==> config.mk <==
export PLATFORM = sky130hd
export DESIGN_NAME = rv32i_control
export DESIGN_NICKNAME = d
export VERILOG_FILES = /design/src/rtl/rv32i_ctrl_pkg.sv /design/src/rtl/rv32i_branch_eval.sv /design/src/rtl/rv32i_control.sv
export SDC_FILE = /design/constraint.sdc
export NUM_CORES = 1
export LEC_CHECK = 0
export CAP_MARGIN = 5
export CORE_MARGIN = 1
export CORE_UTILIZATION = 32
export DETAILED_ROUTE_END_ITERATION = 10
export GPL_TIMING_DRIVEN = 1
export PLACE_DENSITY = 0.86
export SLEW_MARGIN = 20
export SYNTH_ARGS = -nofsm -noshare
export SYNTH_HDL_FRONTEND = slang
export SYNTH_SLANG_ARGS = --single-unit
==> constraint.sdc <==
create_clock -name clk -period 5.3 [get_ports clk]
set_input_delay 1.59 -clock clk [delete_from_list [all_inputs] [get_ports clk]]
set_output_delay 1.59 -clock clk [all_outputs]
set_load 0.01 [all_outputs]
Fig. 1: run 1, met1 routing
(12 px per um) Supply wires on this layer in grey.
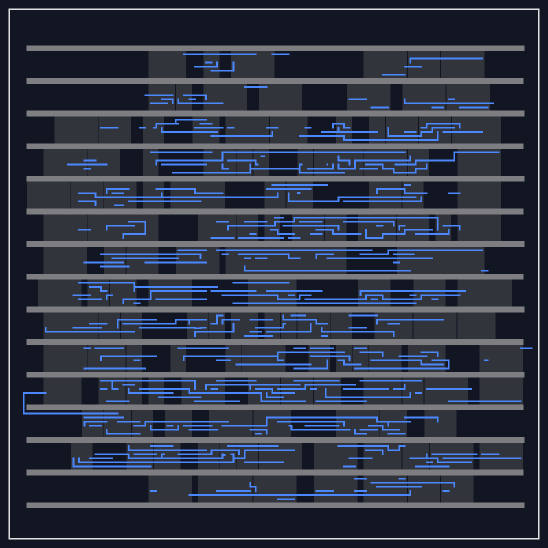
longest straight run: 18.4 um
share of all routed wire: 46%
nets with wire on the layer: 127
wire length on this layer: 967 um
main direction: horizontal
via count: 869
grt met1 use: 32.67%

Fig. 2: run 1, the metal 2 layer
(12 px per um)
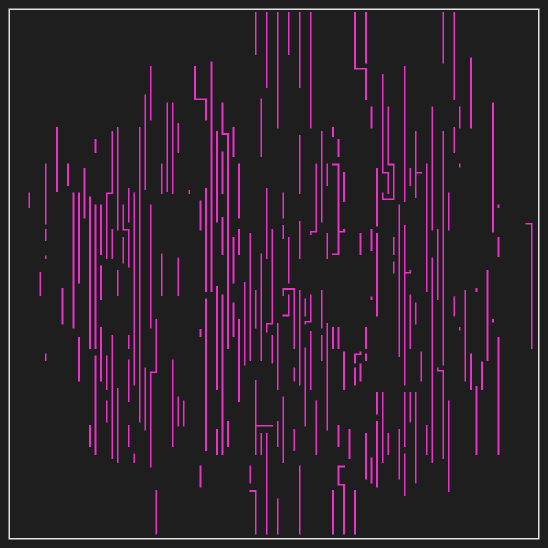
longest straight run: 24.5 um
share of all routed wire: 47%
wire length on this layer: 984 um
main direction: vertical
final WL: 2096 um
met2 global-route usage: 37.61%

Fig. 3: run 1, metal 3
(12 px per um)
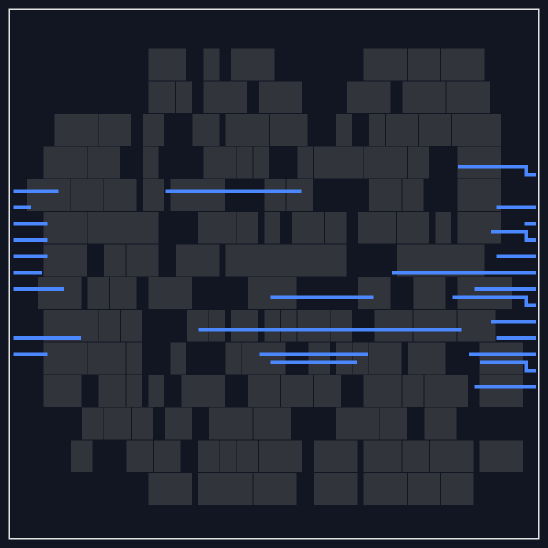
share of all routed wire: 7.0%
longest straight run: 21.6 um
wire length on this layer: 146 um
main direction: horizontal
met3 Resource Use GR: 0.4167%

==> impl_metrics.py, run 1 <==
# Flow results
metrics = {
    "status": {
        "status": "finished, violations left",
        "violations": "DRC",
    },
    "yosys": {
        "synth-area-yosys_sq_um": 564.3,
        "ff_type": "dfxtp_1",
        "ys_cells": 87,
        "synthTopCellsByArea": "nand2b_1 (5.5%), nand2_1 (5.3%), a2111oi_4 (4.9%), nor2_1 (4.7%), a21oi_1 (4.4%)",
        "enable_flop_cells": 0,
        "avgSynthCellArea_sq_um": 6.486,
        "aoi_share_pct": 41.91,
        "syn_area_sq_um": 564.3,
        "simple_gate_area_share_pct": 45.23,
        "ys_ff": 1,
        "yosysMostFrequentCell": "nand2_1",
        "synth_adder_area_share_pct": 0,
        "synthTopCellsByCount": "nand2_1 (8), nor2_1 (7), inv_1 (6)",
        "ys_seq_share_pct": 3.548,
        "xor_share_pct": 1.552,
        "synth.distinct_cells": 41,
        "async_flop_share_pct": 0,
        "netlist.area_leader.share_pct": 5.543,
        "synth.largest_area_cell": "nand2b_1",
        "synthCells": 87,
        "logic_family": "simple AND/OR/NAND/NOR gates",
        "yosysWarnings": 0,
        "mux_area_share_pct": 0,
    },
    "timing": {
        "fin_crit_sh_pct": 98.80,
        "fin_crit_ns": 5.237,
        "hold_ws_ns": 0.7001,
        "slew_headroom_pct": 76.55,
        "tns_ns": 0,
        "fin_ws_ns": 0.06345,
        "finalHoldViolCount": 0,
        "rsz0062_at_grt": "false",
    },
    "placed_design": {
        "dp_slack_ns": -0.05113,
        "portBuffers": 39,
        "dp_cells": 151,
        "gp_congestion": 0.8412,
    },
    "power": {
        "power_leakage_nw": 0.4727,
        "p_comb_share_pct": 86.4,
        "p_comb_uw": 54.0,
        "intPower_uw": 37.13,
        "power_frac_seq_pct": 13.6,
        "power_density_mw_per_mm2": 58.41,
        "maxPowerGroup": "combinational logic",
        "seq-power_uw": 8.52,
        "power.share.clock_pct": 0,
        "p_sw_uw": 25.42,
        "power.total_uw": 62.56,
    },
    "clock_network": {
        "clk_latency_ns": 0,
        "clk_pin_slew_ns": 0,
        "cts_setup_buffers": 0,
        "ctsResizeCount": 5,
        "cts-hold-fix-buffers": 0,
    },
    "die": {
        "io_pins": 55,
        "die_w_um": 43.99,
        "die_h_um": 43.99,
        "num_rows": 14,
        "core_util_floorplan_pct": 35.79,
        "dieArea_sq_mm": 0.001935,
    },
    "worst_setup_path": {
        "worstSetupPathDepth": 5,
        "path_cells": "clkdlybuf4s50_1 > or3_4 > or2_4 > a2111oi_1 > clkdlybuf4s50_1",
        "critPathTopFamily": "buffers and inverters",
        "crit_slowest_cell": "clkdlybuf4s50_1",
        "cp-end-kind": "output pin",
        "rrSetupSlack_ns": 4.38,
        "crit_type": "input port to output pin",
        "r2r_cells": 3,
        "path_max_fanout": 3,
        "slowest_delay_ns": 0.61,
        "required_ns": 3.71,
    },
    "grt": {
        "antenna_found_initial": 0,
        "grt_pass1_vias": 735,
        "grtUsageTotal_pct": 21.97,
        "grt_pass1_wl_um": 3332,
        "grt_max_degree": 16,
    },
    "job": {
        "drv_cap": 0,
    },
    "cells_and_area": {
        "register_area_sq_um": 20.02,
        "finalNonFillerCells": 151,
        "num-fill-cells": 146,
        "utilization_pct": 67.94,
        "combGateArea_sq_um": 510.5,
        "diodes": 0,
        "largest_reg_flops": 1,
        "design_area_sq_mm": 0.001071,
    },
    "min_path": {
        "min_path_type": "flip-flop to flip-flop",
        "min_delay_path_depth": 3,
    },
    "route": {
        "drcViolationCount": 4,
        "avgViaCountPerCell": 5.755,
        "drt_iter0_drc": 15,
    },
}
[run 1: cells in the final DEF, fill, tap and decap left out, drive strengths merged, types with 3 or more instances in the layout]
cell type	count
clkdlybuf4s50	32
buf	14
nand2	8
nor2	7
o21ai	7
inv	6
nand2b	5
a21oi	5
nor3	5
nand3	5
dlygate4sd2	4
dlymetal6s2s	3
[run 1: per-layer routing]
layer  up-vias  global-route usage (%)  wire, um
met2        33                   37.61       983
met3         0                  0.4167       145
li1        432                       -         -
met5         -                       0         0
met1       404                   32.67       966
met4         0                       0         0
[run 1: area by class of cell]
class	count	share of cell area [%]
Sequential cell	1	1.869
Tap cell	16	1.869
Timing Repair Buffer	53	46.50
Multi-Input combinational cell	75	47.66
Inverter	6	2.103
## Run 2: what changed since run 1
- CTS_CLUSTER_DIAMETER: not set -> 200
Fig. 4: run 2, track usage over the die
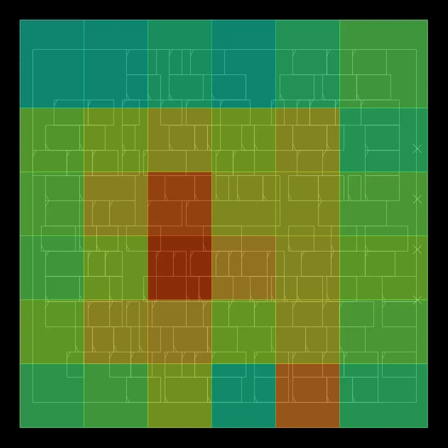
wire per inst: 13.88 um
fin util: 67.94%
GRT busiest layer: met2
all-layer global routing usage: 21.97%

Fig. 5: run 2, met1 routing
(12 px per um) Supply wires on this layer in grey.
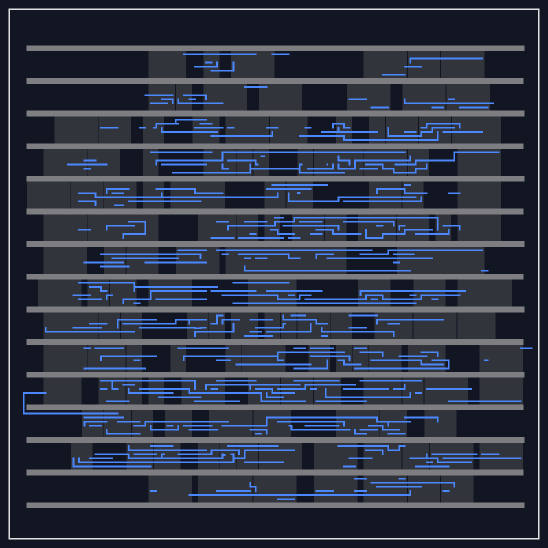
wire length on this layer: 967 um
main direction: horizontal

==> run 2 against run 1 <==
The flow still finishes with violations (DRC). Clock skew unchanged. Final cell count unchanged. First-iteration DRC count unchanged. Highest routed layer unchanged. Global-route usage unchanged. Area after synthesis unchanged. Sequential cell count unchanged. Sequential share of layout area unchanged. Sequential power about the same. Via count unchanged.
==> impl_metrics.py, run 2 <==
# Flow results
metrics = {
    "cells_and_area": {
        "finalNonFillerCells": 151,
        "final_cell_mix": "clkdlybuf4s50_1 (32), buf_4 (14), nand2_1 (8), nor2_1 (7), inv_1 (6)",
        "inv_count": 6,
        "num-fill-cells": 146,
        "comb_share_pct": 47.66,
        "logic_gates": 75,
        "seq_cells": 1,
        "design_area_sq_mm": 0.001071,
        "largest_cell_class": "logic gates",
        "diodes": 0,
        "register_area_sq_um": 20.02,
        "sh_seq_area_pct": 1.869,
        "nets": 173,
        "lay_top_count": "clkdlybuf4s50_1",
    },
    "route": {
        "avgViaCountPerCell": 5.755,
        "vias": 869,
        "drt_iter0_drc": 15,
        "wl_um": 2096,
        "wl_met2_um": 983,
        "route.met3.wl_um": 145,
        "drcViolationCount": 4,
    },
    "yosys": {
        "synth_adder_area_share_pct": 0,
        "synthTopCellsByCount": "nand2_1 (8), nor2_1 (7), inv_1 (6)",
        "yosysWarnings": 0,
        "xor_share_pct": 1.552,
        "mux_area_share_pct": 0,
        "enable_flop_cells": 0,
        "ys_ff": 1,
        "async_flop_share_pct": 0,
        "aoi_share_pct": 41.91,
        "ys_cells": 87,
        "ff_type": "dfxtp_1",
        "synth-area-yosys_sq_um": 564.3,
        "synth.distinct_cells": 41,
        "synthTopCellsByArea": "nand2b_1 (5.5%), nand2_1 (5.3%), a2111oi_4 (4.9%), nor2_1 (4.7%), a21oi_1 (4.4%)",
        "logic_family": "simple AND/OR/NAND/NOR gates",
        "ys_seq_share_pct": 3.548,
        "netlist.area_leader.share_pct": 5.543,
        "simple_gate_area_share_pct": 45.23,
        "yosysMostFrequentCell": "nand2_1",
        "avgSynthCellArea_sq_um": 6.486,
        "synthCells": 87,
        "syn_area_sq_um": 564.3,
    },
    "status": {
        "violations": "DRC",
        "status": "finished, violations left",
    },
    "timing": {
        "tns_ns": 0,
        "fin_ws_ns": 0.06345,
        "finalHoldViolCount": 0,
        "fin_crit_ns": 5.237,
        "slew_headroom_pct": 76.55,
        "hold_ws_ns": 0.7001,
        "fin_crit_sh_pct": 98.80,
        "rsz0062_at_grt": "false",
    },
    "grt": {
        "grt_max_degree": 16,
        "met3_usage_pct": 0.4167,
        "grt_use_met1_pct": 32.67,
        "antenna_found_initial": 0,
        "grt_pass1_wl_um": 3332,
        "use_met2_pct": 37.61,
        "grt_pass1_vias": 735,
    },
    "power": {
        "intPower_uw": 37.13,
        "power.share.clock_pct": 0,
        "power_frac_seq_pct": 13.6,
        "power_density_mw_per_mm2": 58.41,
        "power.total_uw": 62.56,
        "p_comb_share_pct": 86.4,
        "p_sw_uw": 25.42,
    },
    "clock_network": {
        "clk_latency_ns": 0,
        "clk_pin_slew_ns": 0,
    },
    "die": {
        "dieArea_sq_mm": 0.001935,
        "core_util_floorplan_pct": 35.79,
        "n_tap_cell": 16,
        "die_w_um": 43.99,
        "io_pins": 55,
        "die_h_um": 43.99,
    },
    "worst_setup_path": {
        "r2r_cells": 3,
        "crit_type": "input port to output pin",
        "cp-end-kind": "output pin",
        "path_max_fanout": 3,
        "slowest_delay_ns": 0.61,
        "crit_slowest_cell": "clkdlybuf4s50_1",
        "crit_arrival_ns": 3.65,
        "rrSetupSlack_ns": 4.38,
    },
    "placed_design": {
        "portBuffers": 39,
        "gp_congestion": 0.8412,
        "dp_cells": 151,
    },
    "min_path": {
        "min_delay_path_depth": 3,
    },
    "job": {
        "drv_cap": 0,
    },
}
-- run 2: cell counts in the layout (fill, tap and decap cells not counted) --
No cell type changed its count.
-- run 2: repair_timing --
| action | in CTS | in global routing |
|---|---|---|
| endpoints found under the setup margin | 4 | 5 |
| gates resized | 5 | 4 |
| pin swaps | 0 | 1 |
| hold buffers | 0 | 0 |
-- run 2: critical path: cells and delay by family --
family                 cells  cell delay, ns
buffers and inverters      2            1.03
and+or+nand+nor            2            0.66
AOI/OAI and AO/OA          1            0.36
-- run 2: power groups by stage --
stage	logic (mW)	registers, mW	clock network, mW
floorplan	0.0218	0.00866	0
global placement	0.0521	0.00846	0
detailed placement	0.0533	0.00853	0
CTS	0.0536	0.00853	0
global route	0.0590	0.00855	0
finish	0.0540	0.00852	0
Power figures rest on the tool's default switching activity, not on a simulated workload.
